### Power grid

Pins as bars on the die edge. Tap cells in gray.
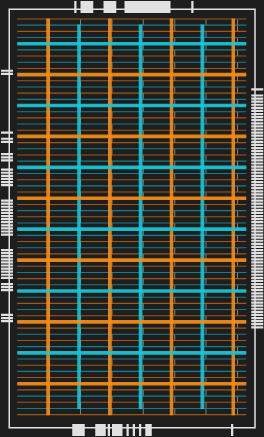
### Placement by cell class

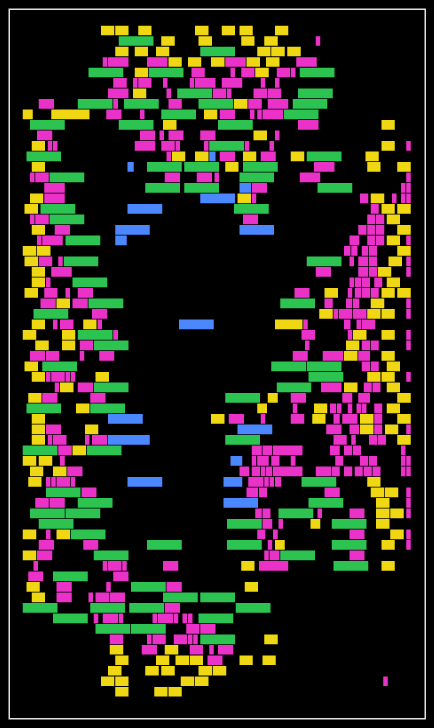
### Clock wires, drivers and flops

Bar = 20 µm.
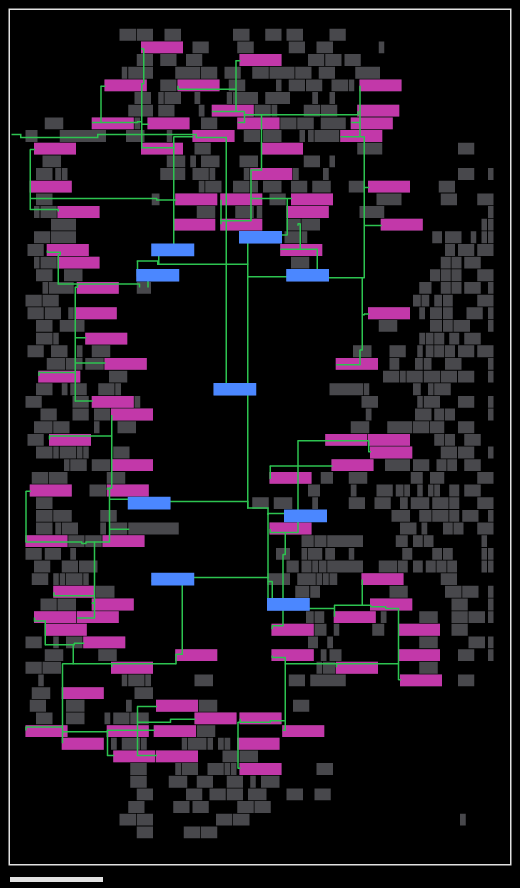
### Wiring by layer

Bar = 20 µm.
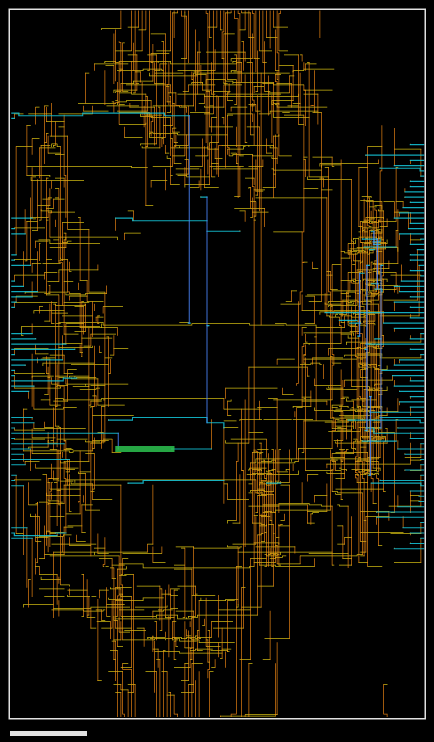
### Track usage over the die

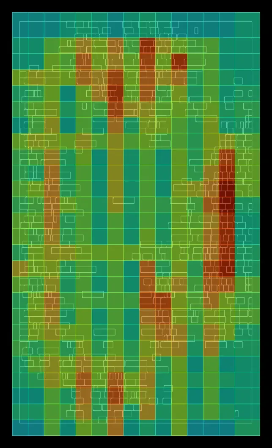
[src/rtl/rf_wb_arbiter.sv]
// rf_wb_arbiter
// Two writeback requesters (ALU and LSU) share the register file's single
// write port. Each requester owns a one-entry holding buffer. The older
// buffered entry is granted first. Entries captured on the same edge are
// resolved by a round-robin pointer. Writes to x0 retire without writing.
// busy_mask tells decode which registers still have a buffered write pending.
module rf_wb_arbiter #(
  parameter int XLEN = 32
) (
  input  logic            clk,
  input  logic            reset,
  input  logic            alu_valid,
  output logic            alu_ready,
  input  logic [4:0]      alu_rd,
  input  logic [XLEN-1:0] alu_data,
  input  logic            lsu_valid,
  output logic            lsu_ready,
  input  logic [4:0]      lsu_rd,
  input  logic [XLEN-1:0] lsu_data,
  output logic [31:0]     rf_rd,
  output logic [XLEN-1:0] rf_rd_data,
  output logic            rf_rd_write,
  output logic            alu_done,
  output logic            lsu_done,
  output logic [31:0]     busy_mask
);

  // ALU holding buffer
  logic            alu_full;
  logic [4:0]      alu_rd_q;
  logic [XLEN-1:0] alu_data_q;
  logic            alu_older;

  // LSU holding buffer
  logic            lsu_full;
  logic [4:0]      lsu_rd_q;
  logic [XLEN-1:0] lsu_data_q;
  logic            lsu_older;

  // Round-robin pointer used only when both entries have the same age:
  // 0 favours the ALU, 1 favours the LSU.
  logic            rr_lsu;

  logic            grant_alu;
  logic            grant_lsu;
  logic            tie_grant;
  logic            alu_accept;
  logic            lsu_accept;

  // Grant selection looks only at buffered state, never at the valid inputs
  always_comb begin
    grant_alu = 1'b0;
    grant_lsu = 1'b0;
    tie_grant = 1'b0;
    if (alu_full && lsu_full) begin
      if (alu_older != lsu_older) begin
        grant_alu = alu_older;
        grant_lsu = lsu_older;
      end else begin
        tie_grant = 1'b1;
        grant_alu = !rr_lsu;
        grant_lsu = rr_lsu;
      end
    end else begin
      grant_alu = alu_full;
      grant_lsu = lsu_full;
    end
  end

  // A buffer that is retiring this edge can take a new entry at the same time
  assign alu_ready  = !alu_full || grant_alu;
  assign lsu_ready  = !lsu_full || grant_lsu;
  assign alu_accept = alu_valid && alu_ready;
  assign lsu_accept = lsu_valid && lsu_ready;

  // Drive the register-file write port from whichever buffer holds the grant
  always_comb begin
    rf_rd       = '0;
    rf_rd_data  = '0;
    rf_rd_write = 1'b0;
    if (grant_alu) begin
      rf_rd       = {27'b0, alu_rd_q};
      rf_rd_data  = alu_data_q;
      rf_rd_write = |alu_rd_q;
    end else if (grant_lsu) begin
      rf_rd       = {27'b0, lsu_rd_q};
      rf_rd_data  = lsu_data_q;
      rf_rd_write = |lsu_rd_q;
    end
  end

  // Pending-write mask for the hazard check; x0 never counts as pending
  always_comb begin
    busy_mask = '0;
    if (alu_full) begin
      busy_mask[alu_rd_q] = 1'b1;
    end
    if (lsu_full) begin
      busy_mask[lsu_rd_q] = 1'b1;
    end
    busy_mask[0] = 1'b0;
  end

  // ALU buffer: capture, retire, and become "older" when the LSU captures behind it
  always_ff @(posedge clk or negedge reset) begin
    if (!reset) begin
      alu_full   <= 1'b0;
      alu_rd_q   <= '0;
      alu_data_q <= '0;
      alu_older  <= 1'b0;
    end else if (alu_accept) begin
      alu_full   <= 1'b1;
      alu_rd_q   <= alu_rd;
      alu_data_q <= alu_data;
      alu_older  <= 1'b0;
    end else if (grant_alu) begin
      alu_full   <= 1'b0;
      alu_older  <= 1'b0;
    end else if (alu_full && lsu_accept) begin
      alu_older  <= 1'b1;
    end
  end

  // LSU buffer: capture, retire, and become "older" when the ALU captures behind it
  always_ff @(posedge clk or negedge reset) begin
    if (!reset) begin
      lsu_full   <= 1'b0;
      lsu_rd_q   <= '0;
      lsu_data_q <= '0;
      lsu_older  <= 1'b0;
    end else if (lsu_accept) begin
      lsu_full   <= 1'b1;
      lsu_rd_q   <= lsu_rd;
      lsu_data_q <= lsu_data;
      lsu_older  <= 1'b0;
    end else if (grant_lsu) begin
      lsu_full   <= 1'b0;
      lsu_older  <= 1'b0;
    end else if (lsu_full && alu_accept) begin
      lsu_older  <= 1'b1;
    end
  end

  // Flip the round-robin pointer each time it breaks a same-age tie
  always_ff @(posedge clk or negedge reset) begin
    if (!reset) begin
      rr_lsu <= 1'b0;
    end else if (tie_grant) begin
      rr_lsu <= !rr_lsu;
    end
  end

  // Registered retire pulses, high for the cycle after the entry leaves its buffer
  always_ff @(posedge clk or negedge reset) begin
    if (!reset) begin
      alu_done <= 1'b0;
      lsu_done <= 1'b0;
    end else begin
      alu_done <= grant_alu;
      lsu_done <= grant_lsu;
    end
  end

endmodule
[config.mk]
export PLATFORM = sky130hd
export DESIGN_NAME = rf_wb_arbiter
export DESIGN_NICKNAME = d
export VERILOG_FILES = /design/src/rtl/rf_wb_arbiter.sv
export SDC_FILE = /design/constraint.sdc
export NUM_CORES = 1
export LEC_CHECK = 0
export CAP_MARGIN = 20
export CORE_ASPECT_RATIO = 1.75
export CORE_MARGIN = 3
export CORE_UTILIZATION = 25
export DETAILED_ROUTE_END_ITERATION = 6
export SYNTH_ARGS = -nofsm -noshare
export SYNTH_HDL_FRONTEND = slang
export SYNTH_SLANG_ARGS = --single-unit
[constraint.sdc]
create_clock -name clk -period 4.6 [get_ports clk]
set_input_delay 0.92 -clock clk [delete_from_list [all_inputs] [get_ports clk]]
set_output_delay 0.92 -clock clk [all_outputs]
set_load 0.005 [all_outputs]
==> results_slide.txt <==
Flow Results at a Glance

Outcome
  • Run status: finished clean

Worst hold path
  • Worst Hold Class: register to register
  • Hold EP: lsu_data_q[21]$_DFFE_PN0P_
  • Worst hold path startpoint: lsu_data_q[21]$_DFFE_PN0P_

Layout
  • Top class by area: logic gates
  • Combinational gates: about 260
  • Flop Count: 81
  • Biggest regs: alu_data_q (32), lsu_data_q (32)
  • Share of cells above drive strength 1: 0.186
  • # nets final: around 630
  • Logic area: 0.00210 mm²
  • # fillers: roughly 1,700

STA
  • Fin worst setup slack: approximately 0.99 ns
  • RSZ-0062 raised after global routing: no
  • Post-layout period usage: 0.784

Pwr
  • Sw Ratio: 0.326
  • Cell internal pwr: 2.27 mW
  • Proportion of power drawn by flip-flops and latches: 0.329
  • Overall Power: between 3 and 4 mW

Place
  • Detail Placement HPWL: 9160 µm
  • Area after DPL: 0.00611 mm²

Setup path
  • Critical path start-end classification: register to output pin
  • Worst setup endpoint: rf_rd_data[8]
  • Crit-path cells: a21boi_2 -> o31ai_4 -> buf_12 -> mux2i_1 -> clkdlybuf4s50_1
  • Slowest-stage cell, CP: o31ai_4
  • CP endpoint kind: output pin
  • CP Depth: 5
  • Critical path launch point: alu_older$_DFFE_PN0P_

Routing
  • First DRT Iteration DRCs: about 140
  • DRT met1 WL: 4240 µm
  • ANT nets after route: 0
  • Metal2 WL: 6850 µm

Clock tree
  • Clock tree buffer depth: 2

Yosys
  • Number of distinct library cells after synthesis: 32
  • Top cells by count, synth: 81 x dfrtp_1, 54 x mux2_2, 45 x nand2_1
  • Syn Inst Count: approximately 400
  • Post-synthesis area per instance: 11.1 µm²
  • Aoi share: 0.0665

Die
  • # Taps: 231

Global route
  • First-pass GRT wire length: 18,800 µm
-- 'Power grid' (at the start) --
VSS -> orange
VDD -> cyan
rows = 64
tap cells = 231
met1 rails = 65
met5 straps = 12
met4 straps = 7
die width: 107 µm
peak supply drop: 201 µV
core area: 0.0175 mm²
Die Y: 183 µm

-- 'Placement by cell class' (at the start) --
remaining logic cells -> magenta  # cells 301, share of their area 36%
remaining buffers and delay cells -> yellow  # cells 156, share of their area 26%
clock drivers and dummy loads -> blue  # cells 16, share of their area 5.0%
registers -> green  # cells 81, share of their area 33%
row cnt: 64
Seq/total area: 0.315
fin area: 0.00644 mm²
fin util: 0.367

-- 'Clock wires, drivers and flops' (at the start) --
clock-net drivers -> blue  # count 9
clock wires -> green  # length 1,200 µm
flip-flops -> magenta  # count 81
routed clock nets = 10
Skew-Pair Late Insertion Delay: 0.33 ns
total clock network power: 0.735 mW
clock share of power: 0.218
Clock Skews: 0.0110 ns

-- 'Wiring by layer' (at the start) --
M5 -> green  # wire length 13.8 µm
M3 -> cyan  # wire length 886 µm
M2 -> orange  # wire length 6,850 µm
M1 -> yellow  # wire length 4,240 µm
M4 -> blue  # wire length 254 µm
routed via count: 3,476
WL final: 12,200 µm
GRT Total Usage: 0.122
DR WL/cell: 15.6 µm

-- 'Track usage over the die' (at the start) --
met3 Usage GRT: 0.0323
met2 Usage GRT: 0.241
met1 Use GR: 0.118
gr busiest metal: met2

[cell usage in the layout (no fill, tap or decap), types with 3 or more instances in the layout]
| master | synthesis | final |
|---|---|---|
| o22ai_1 | 32 | 32 |
| or3_1 | 3 | 3 |
| mux2i_1 | 36 | 36 |
| nor3_1 | 3 | 3 |
| mux2_2 | 54 | 54 |
| mux2_4 | 19 | 19 |
| inv_1 | 39 | 39 |
| nand3_1 | 9 | 9 |
| nand2_1 | 45 | 45 |
| nand3b_1 | 7 | 7 |
| dfrtp_1 | 81 | 81 |
| mux2_1 | 3 | 3 |
| clkdlybuf4s50_1 | 0 | 149 |
| conb_1 | 1 | 28 |
| clkbuf_16 | 0 | 9 |
| and2_1 | 3 | 3 |
| buf_4 | 30 | 5 |
No activity file was given, so power comes from the tool's default toggle rates.
